### src/rtl/alu_issue_queue_pkg.sv
// ============================================================================
// Module   : alu_issue_queue_pkg
// Brief    : Shared opcode, instruction and result types for the ALU issue path
// Revision : 1.0 - initial release
// ============================================================================
`default_nettype none

package alu_issue_queue_pkg;

   localparam int ALU_LATENCY_DEFAULT = 1;

   typedef enum logic [2:0] {
      ADD = 3'd0,
      SUB = 3'd1,
      MUL = 3'd2,
      AND = 3'd3,
      OR  = 3'd4,
      XOR = 3'd5,
      SLL = 3'd6,
      SRL = 3'd7
   } opcode_t;

   typedef struct packed {
      opcode_t     opcode;
      logic [31:0] a;
      logic [31:0] b;
   } instruction_t;

   typedef struct packed {
      opcode_t     opcode;
      logic [31:0] data;
   } result_t;

endpackage

`default_nettype wire

### src/rtl/alu_sync_fifo.sv
// ============================================================================
// Module   : alu_sync_fifo
// Brief    : Synchronous instruction FIFO with separate occupancy counter
// Revision : 1.0 - initial release
// ============================================================================
`default_nettype none

module alu_sync_fifo
   import alu_issue_queue_pkg::*;
#(
   parameter int DEPTH = 4
) (
   input  logic                     clock,
   input  logic                     reset,
   input  logic                     push,
   input  instruction_t             wdata,
   input  logic                     pop,
   output instruction_t             rdata,
   output logic [$clog2(DEPTH):0]   count,
   output logic                     full,
   output logic                     empty
);

   localparam int                  c_PTR_W = $clog2(DEPTH);
   localparam logic [c_PTR_W:0]    c_FULL  = (c_PTR_W + 1)'(DEPTH);

   instruction_t          r_mem [DEPTH];
   logic [c_PTR_W-1:0]    r_wr_ptr;
   logic [c_PTR_W-1:0]    r_rd_ptr;
   logic [c_PTR_W:0]      r_count;
   logic                  w_push;
   logic                  w_pop;

   // Guard locally so the FIFO stays consistent even if a caller misbehaves.
   assign w_push = push && (r_count != c_FULL);
   assign w_pop  = pop  && (r_count != '0);

   always_ff @(posedge clock) begin
      if (w_push) begin
         r_mem[r_wr_ptr] <= wdata;
      end
   end

   always_ff @(posedge clock) begin
      if (reset) begin
         r_wr_ptr <= '0;
         r_rd_ptr <= '0;
         r_count  <= '0;
      end else begin
         if (w_push) r_wr_ptr <= r_wr_ptr + 1'b1;
         if (w_pop)  r_rd_ptr <= r_rd_ptr + 1'b1;
         case ({w_push, w_pop})
            2'b10:   r_count <= r_count + 1'b1;
            2'b01:   r_count <= r_count - 1'b1;
            default: r_count <= r_count;
         endcase
      end
   end

   assign rdata = r_mem[r_rd_ptr];
   assign count = r_count;
   assign full  = (r_count == c_FULL);
   assign empty = (r_count == '0);

endmodule

`default_nettype wire

### src/rtl/alu_issue_queue.sv
// ============================================================================
// Module   : alu_issue_queue
// Brief    : Buffers instructions, issues them onto IW, re-times ALU results
// Revision : 1.0 - initial release
// ============================================================================
`default_nettype none

module alu_issue_queue
   import alu_issue_queue_pkg::*;
#(
   parameter int DEPTH       = 4,
   parameter int ALU_LATENCY = ALU_LATENCY_DEFAULT
) (
   input  logic                     clock,
   input  logic                     reset,
   input  logic                     in_valid,
   output logic                     in_ready,
   input  instruction_t             in_inst,
   input  logic                     issue_en,
   output instruction_t             IW,
   output logic                     issue_valid,
   input  logic [31:0]              alu_result,
   output logic                     res_valid,
   output opcode_t                  res_opcode,
   output logic [31:0]              res_data,
   output logic [$clog2(DEPTH):0]   count,
   output logic                     full,
   output logic                     empty
);

   instruction_t              w_head;
   logic                      w_push;
   logic                      w_pop;
   instruction_t              r_iw;
   logic                      r_issue_valid;
   logic [ALU_LATENCY-1:0]    r_pipe_valid;
   opcode_t                   r_pipe_op [ALU_LATENCY];
   result_t                   r_res;
   logic                      r_res_valid;

   assign in_ready = !full && !reset;
   assign w_push   = in_valid && in_ready;
   assign w_pop    = !empty && issue_en;

   alu_sync_fifo #(
      .DEPTH (DEPTH)
   ) u_fifo (
      .clock (clock),
      .reset (reset),
      .push  (w_push),
      .wdata (in_inst),
      .pop   (w_pop),
      .rdata (w_head),
      .count (count),
      .full  (full),
      .empty (empty)
   );

   always_ff @(posedge clock) begin
      if (reset) begin
         r_iw          <= '0;
         r_issue_valid <= 1'b0;
      end else if (w_pop) begin
         r_iw          <= w_head;
         r_issue_valid <= 1'b1;
      end else begin
         r_issue_valid <= 1'b0;
      end
   end

   // Tag pipe mirrors the ALU's internal latency so the tail lines up with alu_result.
   always_ff @(posedge clock) begin
      if (reset) begin
         r_pipe_valid[0] <= 1'b0;
         r_pipe_op[0]    <= ADD;
      end else begin
         r_pipe_valid[0] <= r_issue_valid;
         r_pipe_op[0]    <= r_iw.opcode;
      end
   end

   for (genvar gi = 1; gi < ALU_LATENCY; gi++) begin : g_pipe_stage
      always_ff @(posedge clock) begin
         if (reset) begin
            r_pipe_valid[gi] <= 1'b0;
            r_pipe_op[gi]    <= ADD;
         end else begin
            r_pipe_valid[gi] <= r_pipe_valid[gi-1];
            r_pipe_op[gi]    <= r_pipe_op[gi-1];
         end
      end
   end

   always_ff @(posedge clock) begin
      if (reset) begin
         r_res       <= '0;
         r_res_valid <= 1'b0;
      end else if (r_pipe_valid[ALU_LATENCY-1]) begin
         r_res.opcode <= r_pipe_op[ALU_LATENCY-1];
         r_res.data   <= alu_result;
         r_res_valid  <= 1'b1;
      end else begin
         r_res_valid  <= 1'b0;
      end
   end

   assign IW          = r_iw;
   assign issue_valid = r_issue_valid;
   assign res_valid   = r_res_valid;
   assign res_opcode  = r_res.opcode;
   assign res_data    = r_res.data;

endmodule

`default_nettype wire

### config.mk
export PLATFORM = sky130hd
export DESIGN_NAME = alu_issue_queue
export DESIGN_NICKNAME = d
export VERILOG_FILES = /design/src/rtl/alu_issue_queue_pkg.sv /design/src/rtl/alu_sync_fifo.sv /design/src/rtl/alu_issue_queue.sv
export SDC_FILE = /design/constraint.sdc
export NUM_CORES = 1
export LEC_CHECK = 0
export CAP_MARGIN = 20
export CORE_MARGIN = 3
export CORE_UTILIZATION = 35
export CTS_BUF_LIST = sky130_fd_sc_hd__clkbuf_8 sky130_fd_sc_hd__clkbuf_16
export CTS_CLUSTER_DIAMETER = 40
export DETAILED_ROUTE_END_ITERATION = 10
export PLACE_DENSITY = 0.56
export REMOVE_ABC_BUFFERS = 1
export SLEW_MARGIN = 20
export SYNTH_ARGS = -nofsm -noshare
export SYNTH_HDL_FRONTEND = slang
export SYNTH_SLANG_ARGS = --single-unit
### constraint.sdc
create_clock -name clock -period 3.7 [get_ports clock]
set_clock_uncertainty 0.2 [all_clocks]
set_input_delay 0.37 -clock clock [delete_from_list [all_inputs] [get_ports clock]]
set_output_delay 0.37 -clock clock [all_outputs]
set_load 0.02 [all_outputs]
Placed standard cells:
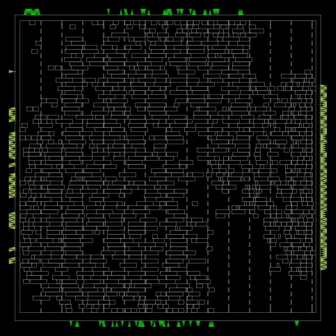
Std-Cell Rows: 71
Tapcells: 511

Ports around the boundary:
Scale: 2 px per um. Pins as bars across the die edge, other pins in grey.
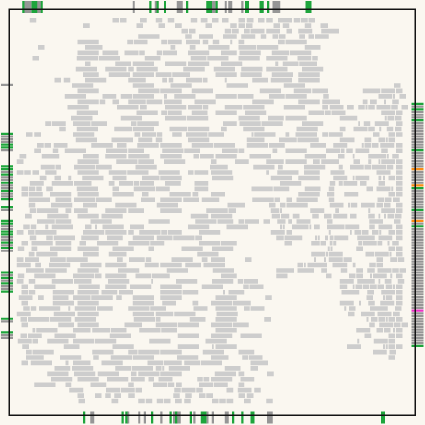
[IW] green | pins: 67 | direction: output | edge: 22 west, 21 north, 16 south, 8 east
[res_opcode] orange | pins: 3 | direction: output | edge: east
[in_ready] magenta | pins: 1 | direction: output | edge: east
all pins by edge: 90 east, 48 west, 42 north, 33 south

Cells by drive strength:
Scale: 2 px per um.
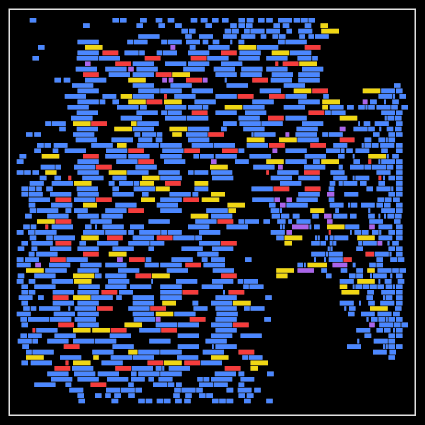
[_2 cells] red | cells: 80 | share: 8.3%
[_3 and _4 cells] purple | cells: 28 | share: 2.9%
[_0 and _1 cells] blue | cells: 775 | share: 81%
[_6 and larger] yellow | cells: 79 | share: 8.2%

Nets reached from selected ports:
Scale: 1.5 px per um.
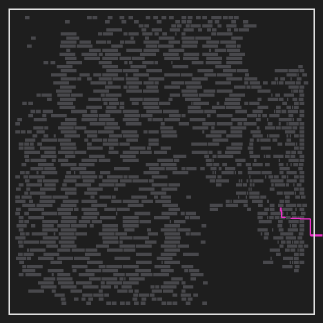
[in_ready] magenta | direction: output | end cells: 1 | buffers: 1 | wire: 34.4 um
# IOs: 213
# port buffers: 212

==> flow_summary.toml <==
# implementation run metrics
[logic_synthesis]
aoi_share_pct = 4.68
ys_chip_area_um2 = 13500
syn_avg_cell_area_um2 = 20.1
yosysWarnings = 0
async_reset_ff_share_pct = 0
ys_cells = 672
topCombFamilyByArea = "multiplexers"
yosys-mux-area-fraction_pct = 13.9
adder_share_pct = 0.612

[pwr]
top_power_group = "registers"
p_leak_nw = 5.98

[worst_hold_path]
hold_path_class = "primary input to flop"
min_delay_worst_endpoint = "res_data[20]"

[layout]
nNetsFinal = 1026
seq_area_share_pct = 57.4
drive_above_1_share_pct = 19.4
area.sequential_um2 = 10400
biggestCellCategory = "sequential cells"
clock_cell_area_share_pct = 9.68

[worst_setup_path]
endpoint = "in_ready"

[global_route]
grt_usage_pct = 14.4
grt_max_degree = 69

[flow_run]
drv_cap = 0

[status]
status = "finished clean"

[clock_tree]
root_buffer = "clkbuf_16"

[routing]
final_antenna_net_count = 0

[floorplan]
dieArea_um2 = 40900
[metal layers]
layer	vias up	share of wire, %	global-route usage, %
li1	3200	-	-
met1	3500	44	19.1
met4	2	1.8	4.28
met5	-	0.044	0
met2	240	46	22.7
met3	48	7.7	4.56
[what timing repair did]
item	CTS	global route
gates resized	0	0
hold buffers	1	0
endpoints found under the hold margin	1	0
[sequential cells by signal, summed over array words and instances, names as in the netlist]
register	flops
r_pipe_op	3
u_fifo.r_wr_ptr	2
res_opcode	3
u_fifo.r_mem	268
res_valid	1
u_fifo.r_rd_ptr	2
u_fifo.count	3
r_pipe_valid	1
res_data	32
IW	67
issue_valid	1
[critical path, stage by stage]
cell and delay (ns):
dlygate4sd3_1 0.53, buf_2 0.13, buf_4 0.47, nor2_1 0.11, clkdlybuf4s50_1 0.58
